==> src/rtl/iter_div_pkg.sv <==
// Shared types and defaults for the iterative restoring divider.
package iter_div_pkg;

  localparam int unsigned DEFAULT_WIDTH = 8;

  typedef enum logic [1:0] {
    IDLE = 2'd0,
    RUN  = 2'd1,
    DONE = 2'd2
  } state_t;

endpackage

==> src/rtl/iter_div_step.sv <==
// One combinational restoring-division step: shift in a dividend bit, trial-subtract the divisor.
module iter_div_step #(
  parameter int unsigned WIDTH = 8
) (
  input  logic [WIDTH-1:0] r_i,
  input  logic             bit_i,
  input  logic [WIDTH-1:0] d_i,
  output logic [WIDTH-1:0] r_o,
  output logic             q_o
);

  // One extra bit so the shifted partial remainder cannot overflow before the compare.
  logic [WIDTH:0] shifted;

  always_comb begin
    shifted = {r_i, bit_i};
    q_o     = (shifted >= {1'b0, d_i});
    r_o     = q_o ? WIDTH'(shifted - {1'b0, d_i}) : shifted[WIDTH-1:0];
  end

endmodule

==> src/rtl/iter_div.sv <==
// Multi-cycle unsigned divider, one quotient bit per clock, with reciprocal mode.
// Optional macro ITER_DIV_EARLY_EXIT_EN resolves N < D in a single cycle.
module iter_div
  import iter_div_pkg::*;
#(
  parameter int unsigned WIDTH = DEFAULT_WIDTH
) (
  input  logic             clk,
  input  logic             rst,
  input  logic             start,
  input  logic             recip,
  input  logic [WIDTH-1:0] num,
  input  logic [WIDTH-1:0] den,
  output logic             busy,
  output logic             done,
  output logic [WIDTH-1:0] quot,
  output logic [WIDTH-1:0] rem,
  output logic             div_zero
);

  localparam int unsigned CNT_W = (WIDTH > 2) ? $clog2(WIDTH) : 1;

  state_t           state_q, state_d;
  logic [WIDTH-1:0] n_q, n_d;
  logic [WIDTH-1:0] d_q, d_d;
  logic [WIDTH-1:0] r_q, r_d;
  logic [CNT_W-1:0] cnt_q, cnt_d;
  logic             fast_q, fast_d;
  logic             zero_q, zero_d;
  logic [WIDTH-1:0] quot_q, quot_d;
  logic [WIDTH-1:0] rem_q, rem_d;
  logic             dz_q, dz_d;

  logic [WIDTH-1:0] n_acc;
  logic [WIDTH-1:0] r_nxt;
  logic             q_bit;

  assign n_acc = recip ? '1 : num;

  iter_div_step #(
    .WIDTH(WIDTH)
  ) u_step (
    .r_i  (r_q),
    .bit_i(n_q[WIDTH-1]),
    .d_i  (d_q),
    .r_o  (r_nxt),
    .q_o  (q_bit)
  );

  always_comb begin
    state_d = state_q;
    n_d     = n_q;
    d_d     = d_q;
    r_d     = r_q;
    cnt_d   = cnt_q;
    fast_d  = fast_q;
    zero_d  = zero_q;
    quot_d  = quot_q;
    rem_d   = rem_q;
    dz_d    = dz_q;

    unique case (state_q)
      IDLE: begin
        if (start) begin
          n_d     = n_acc;
          d_d     = den;
          r_d     = '0;
          cnt_d   = CNT_W'(WIDTH - 1);
          dz_d    = 1'b0;
          zero_d  = (den == '0);
          fast_d  = (den == '0);
`ifdef ITER_DIV_EARLY_EXIT_EN
          if ((den != '0) && (n_acc < den)) begin
            fast_d = 1'b1;
          end
`endif
          state_d = RUN;
        end
      end
      RUN: begin
        // Short-circuit results spend one busy cycle here so done lands one edge after accept.
        if (fast_q) begin
          quot_d  = zero_q ? '1 : '0;
          rem_d   = n_q;
          dz_d    = zero_q;
          state_d = DONE;
        end else begin
          // Quotient bits shift into the vacated low end of the dividend register.
          n_d = {n_q[WIDTH-2:0], q_bit};
          r_d = r_nxt;
          if (cnt_q == '0) begin
            quot_d  = {n_q[WIDTH-2:0], q_bit};
            rem_d   = r_nxt;
            state_d = DONE;
          end else begin
            cnt_d = cnt_q - CNT_W'(1);
          end
        end
      end
      DONE: begin
        state_d = IDLE;
      end
      default: begin
        state_d = IDLE;
      end
    endcase
  end

  always_ff @(posedge clk) begin
    if (rst) begin
      state_q <= IDLE;
      n_q     <= '0;
      d_q     <= '0;
      r_q     <= '0;
      cnt_q   <= '0;
      fast_q  <= 1'b0;
      zero_q  <= 1'b0;
      quot_q  <= '0;
      rem_q   <= '0;
      dz_q    <= 1'b0;
    end else begin
      state_q <= state_d;
      n_q     <= n_d;
      d_q     <= d_d;
      r_q     <= r_d;
      cnt_q   <= cnt_d;
      fast_q  <= fast_d;
      zero_q  <= zero_d;
      quot_q  <= quot_d;
      rem_q   <= rem_d;
      dz_q    <= dz_d;
    end
  end

  assign busy     = (state_q != IDLE);
  assign done     = (state_q == DONE);
  assign quot     = quot_q;
  assign rem      = rem_q;
  assign div_zero = dz_q;

endmodule

==> config.mk <==
export PLATFORM = sky130hd
export DESIGN_NAME = iter_div
export DESIGN_NICKNAME = d
export VERILOG_FILES = /design/src/rtl/iter_div_pkg.sv /design/src/rtl/iter_div_step.sv /design/src/rtl/iter_div.sv
export SDC_FILE = /design/constraint.sdc
export NUM_CORES = 1
export LEC_CHECK = 0
export ABC_AREA = 0
export CAP_MARGIN = 40
export CORE_ASPECT_RATIO = 1.75
export CORE_MARGIN = 2
export CORE_UTILIZATION = 58
export CTS_BUF_LIST = sky130_fd_sc_hd__clkbuf_8 sky130_fd_sc_hd__clkbuf_16
export DETAILED_ROUTE_END_ITERATION = 10
export PLACE_DENSITY = 0.85
export SETUP_SLACK_MARGIN = 0.4
export SYNTH_ARGS = -nofsm -noshare
export SYNTH_HDL_FRONTEND = slang
export SYNTH_HIERARCHICAL = 1
export SYNTH_SLANG_ARGS = --single-unit
==> constraint.sdc <==
create_clock -name clk -period 4.4 [get_ports clk]
set_input_delay 0.44 -clock clk [delete_from_list [all_inputs] [get_ports clk]]
set_output_delay 0.44 -clock clk [all_outputs]
set_load 0.05 [all_outputs]
Fig. 1: run 1, metal 3
Drawn at 6 px/um.
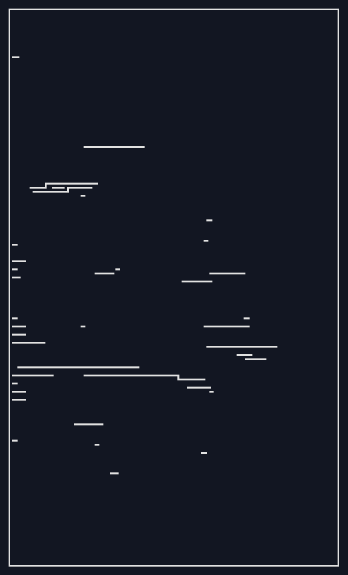
nets with wire on the layer	29
share of all routed wire	2.6%
wire length on this layer	153 um
longest straight run	20.0 um
Detailed Route WL: 5.96 mm
via count: 2240
met3 Track Usage GR: 4.52%

Fig. 2: run 1, the clock network
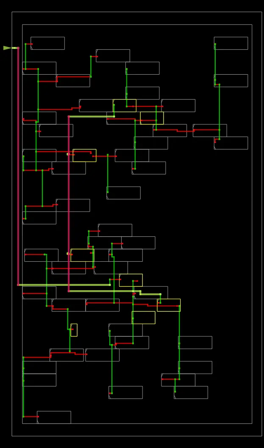
number of CTS-inserted buffers: 5
Late-Pin Clk Latency: 0.30 ns
Flops: 47
Clock buffer cells: 7

==> results_slide.txt, run 1 <==
Key Metrics from the Run

Yosys
  – Most frequent cells after synthesis: 47 x dfxtp_1, 43 x nand2_1, 25 x inv_1, 17 x nor3_1, 14 x nor2_1
  – Ys cells: 292
  – Async set-reset flop share out of synthesis: 0%
  – Mapped Area: 0.00260 mm2
  – Yosys cell types: 50
  – Mapped Nets: 323
  – Top cells by area: dfxtp_1 36%, nand2_1 6.2%, mux2_2 5.6%
  – Cells after Synth: 292
  – Ys flops: 47
  – Top FF cell, synth: dfxtp_1
  – YS chip area: 0.00260 mm2
  – Yosys top cell by instances: dfxtp_1

Layout
  – Ant diodes: 0
  – Most frequent cells in the layout: 47 x dfxtp_1, 43 x nand2_1, 38 x clkdlybuf4s50_1
  – Most frequent logic cell in the layout: dfxtp_1

Floorplanning
  – Die Ht: 92.5 um
  – CORE AREA: 0.00436 mm2
  – Die ar.: 0.00505 mm2
  – Die width: 54.6 um
  – Core Util at FP: 59.5%

Setup path
  – Max incr delay on CP: 0.41 ns
  – Critical Path, Cell by Cell: inv_1, ha_1, fa_1, nor2b_1, o31a_2, nor4_1, a311o_1, mux2_2, mux2_2, nand2_1, mux2i_1
  – Worst Reg2Reg Path Length in Cells: 11
  – Number of cells on the critical path: 11
  – WP buf/inv: 1
  – Crit start category: flip-flop
  – CP Max Fanout: 3
  – Crit Path Class: reg -> reg

Clock tree
  – Hold_buf cts: 0
  – CTS resizes: 0
  – CTS root buf: clkbuf_8
  – CTS tree: yes
  – H-tree depth: 2
  – TritonCTS Sinks: 47

Power
  – Final Power: 1.31 mW
  – Max VDD drop: 0.000379 V
  – Gate power share: 39.9%
  – PwrDens: 428 mW/mm2
  – Sw power: 0.469 mW

Flow run
  – Maxcap violations: 0

STA
  – TNS Setup: 0 ns
  – Worst setup slack after layout: 1.83 ns
  – RSZ-0062 raised after global routing: no
  – Slew @ Worst Pin: 0.695 ns
  – Minimum clock period: 2.57 ns
  – Endpoints failing hold: 0
  – Fin. max-slew vios: 0

Global routing
  – GR Layer Usage met1: 29.7%
  – Grt peak-use layer: met2
  – Antenna violations before repair: 0
  – Pin count of the biggest net entering global routing: 27
  – Gr ovfl total: 0

Drt
  – Vias per inst: 6.02
  – Routed met1 length: 2.30 mm
  – Wire length on met2: 3.28 mm
  – Routed wl met3: 153 um
  – Iteration-0 DRC Markers: 62

Run status
  – Status: complete, no violations

Placement
  – # port buffers: 38
Fig. 3: run 1, signal wires by layer
Drawn at 4 px/um.
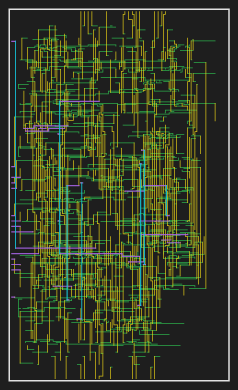
colour	layer	wire length
purple	metal 3	153 um
yellow	metal 2	3280 um
cyan	metal 4	224 um
green	metal 1	2300 um
wire per inst: 16.0 um
gr usage total: 27.1%

==> run 1: logic make-up after synthesis <==
| family | synth area share [%] |
|---|---|
| DFF | 36.2 |
| AOI/OAI and AO/OA | 20.8 |
| muxes | 9.49 |
| buffers and inverters | 8.19 |
| and+or+nand+nor | 18.7 |
| xor gates and xnor gates | 1.01 |
| adders and majority gates | 5.59 |
==> run 1: layout make-up <==
class / instances / area, um2
Tap cell: 51 / 63.8
Inverter: 25 / 93.8
Sequential cell: 47 / 941
Multi-Input combinational cell: 201 / 1440
Fill cell: 341 / 1310
Clock buffer: 7 / 96.3
Timing Repair Buffer: 40 / 415
Clock inverter: 1 / 3.75
==> run 1: path summary, 6_finish.rpt <==
path              to  slack [ns]
max           rem[6]        1.83
min          quot[7]        0.46
max reg2reg   rem[6]        1.83
min reg2reg  quot[7]        0.46
==> inputs of run 2 (changes only) <==
CORE_UTILIZATION = 54   (was 58)
PLACE_DENSITY = 0.8   (was 0.85)
clock period = 2.6 ns   (was 4.4 ns; I/O delays follow)
Fig. 4: run 2, clock wires, drivers and flops
Drawn at 6 px/um.
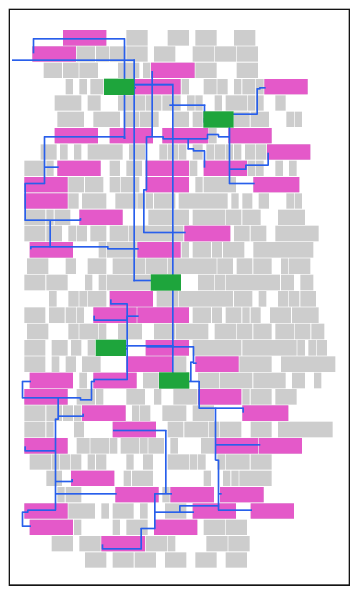
[magenta] flip-flops | count: 47
[blue] clock wires | length: 556 um
[green] clock drivers | count: 5
routed clock nets	6

==> results_slide.txt, run 2 <==
Key Metrics from the Run

STA
  – Worst setup slack after layout: 0.247 ns (was 1.83 ns)
  – RSZ-0062 raised after global routing: yes (was no)
  – TNS Setup: 0 ns (unchanged)
  – Endpoints failing hold: 0 (unchanged)
  – Slew @ Worst Pin: 0.750 ns (was 0.695 ns)

Hold path
  – Hold Path End: d_q[5] (was quot[7])

Drt
  – Routed met1 length: 2.45 mm (was 2.30 mm)
  – Routed wl met3: 183 um (was 153 um)
  – Wire length on met2: 3.52 mm (was 3.28 mm)
  – Iteration-0 DRC Markers: 68 (was 62)
  – Via count: 2230 (was 2240)
  – Vias per inst: 5.84 (was 6.02)

Setup path
  – WP buf/inv: 1 (unchanged)
  – Worst Reg2Reg Path Length in Cells: 11 (unchanged)
  – R2R Path End: rem[6] (unchanged)
  – Number of cells on the critical path: 11 (unchanged)
  – Setup slack, reg-to-reg: 0.25 ns (was 1.83 ns)
  – Worst setup endpoint: rem[6] (unchanged)
  – Critical Path, Cell by Cell: inv_4, ha_4, fa_2, nor2b_2, o31a_2, nor4_1, a311o_1, mux2_4, mux2_2, nand2_1, mux2i_1 (was inv_1, ha_1, fa_1, nor2b_1, o31a_2, nor4_1, a311o_1, mux2_2, mux2_2, nand2_1, mux2i_1)
  – Max incr delay on CP: 0.36 ns (was 0.41 ns)
  – CP Max Fanout: 3 (unchanged)

Yosys
  – Adder Share, Synth: 5.59% (unchanged)
  – Yosys top cell by instances: dfxtp_1 (unchanged)
  – Simple Share, Synth: 18.7% (unchanged)
  – Top FF cell, synth: dfxtp_1 (unchanged)
  – Ys cells: 292 (unchanged)
  – Ys flops: 47 (unchanged)
  – Xor+xnor area frac: 1.01% (unchanged)
  – Mapped Nets: 323 (unchanged)
  – And-or/or-and share of the synthesized area: 20.8% (unchanged)
  – Yosys cell types: 50 (unchanged)
  – Cells after Synth: 292 (unchanged)
  – Top cells by area: dfxtp_1 36%, nand2_1 6.2%, mux2_2 5.6% (unchanged)
  – Mapped Area: 0.00260 mm2 (unchanged)

Power
  – Gate power share: 46.1% (was 39.9%)
  – Max VDD drop: 0.000535 V (was 0.000379 V)
  – Final Power: 2.43 mW (was 1.31 mW)

Run status
  – Status: complete, no violations (unchanged)

Layout
  – Ant diodes: 0 (unchanged)
  – Most frequent cells in the layout: 41 x nand2_1, 40 x dfxtp_1, 38 x clkdlybuf4s50_1 (was 47 x dfxtp_1, 43 x nand2_1, 38 x clkdlybuf4s50_1)

Clock tree
  – Number of CTS-inserted buffers: 5 (unchanged)
  – TritonCTS Sinks: 47 (unchanged)
  – CTS tree: yes (unchanged)

Flow run
  – Maxcap violations: 0 (unchanged)

Placement
  – # port buffers: 38 (unchanged)

Global routing
  – Gr usage total: 23.5% (was 27.1%)
  – GR Layer Usage met1: 26.4% (was 29.7%)
  – Met3 Track Usage GR: 2.96% (was 4.52%)

Floorplanning
  – CORE AREA: 0.00467 mm2 (was 0.00436 mm2)
  – Die ar.: 0.00540 mm2 (was 0.00505 mm2)
-- run 2: timing repair --
| item | CTS | global route |
|---|---|---|
| buffers inserted | 6 | 4 |
| pin swaps | 5 | 2 |
| resized | 13 | 22 |
| cloned | 0 | 0 |
| endpoints found under the setup margin | 13 | 10 |
-- run 2: cells by family after synthesis --
| group | Yosys count |
|---|---|
| and+or+nand+nor | 98 |
| xor gates and xnor gates | 3 |
| adders and majority gates | 11 |
| DFF | 47 |
| AOI/OAI and AO/OA | 66 |
| muxes | 23 |
| buffers and inverters | 44 |
-- run 2: layout make-up --
cell class / count / area [um2]
Fill cell: 360 / 1380
Multi-Input combinational cell: 201 / 1600
Clock inverter: 1 / 5.00
Timing Repair Buffer: 50 / 483
Inverter: 25 / 96.3
Tap cell: 52 / 65.1
Sequential cell: 47 / 952
Clock buffer: 6 / 82.6
No activity file was given, so power comes from the tool's default toggle rates.
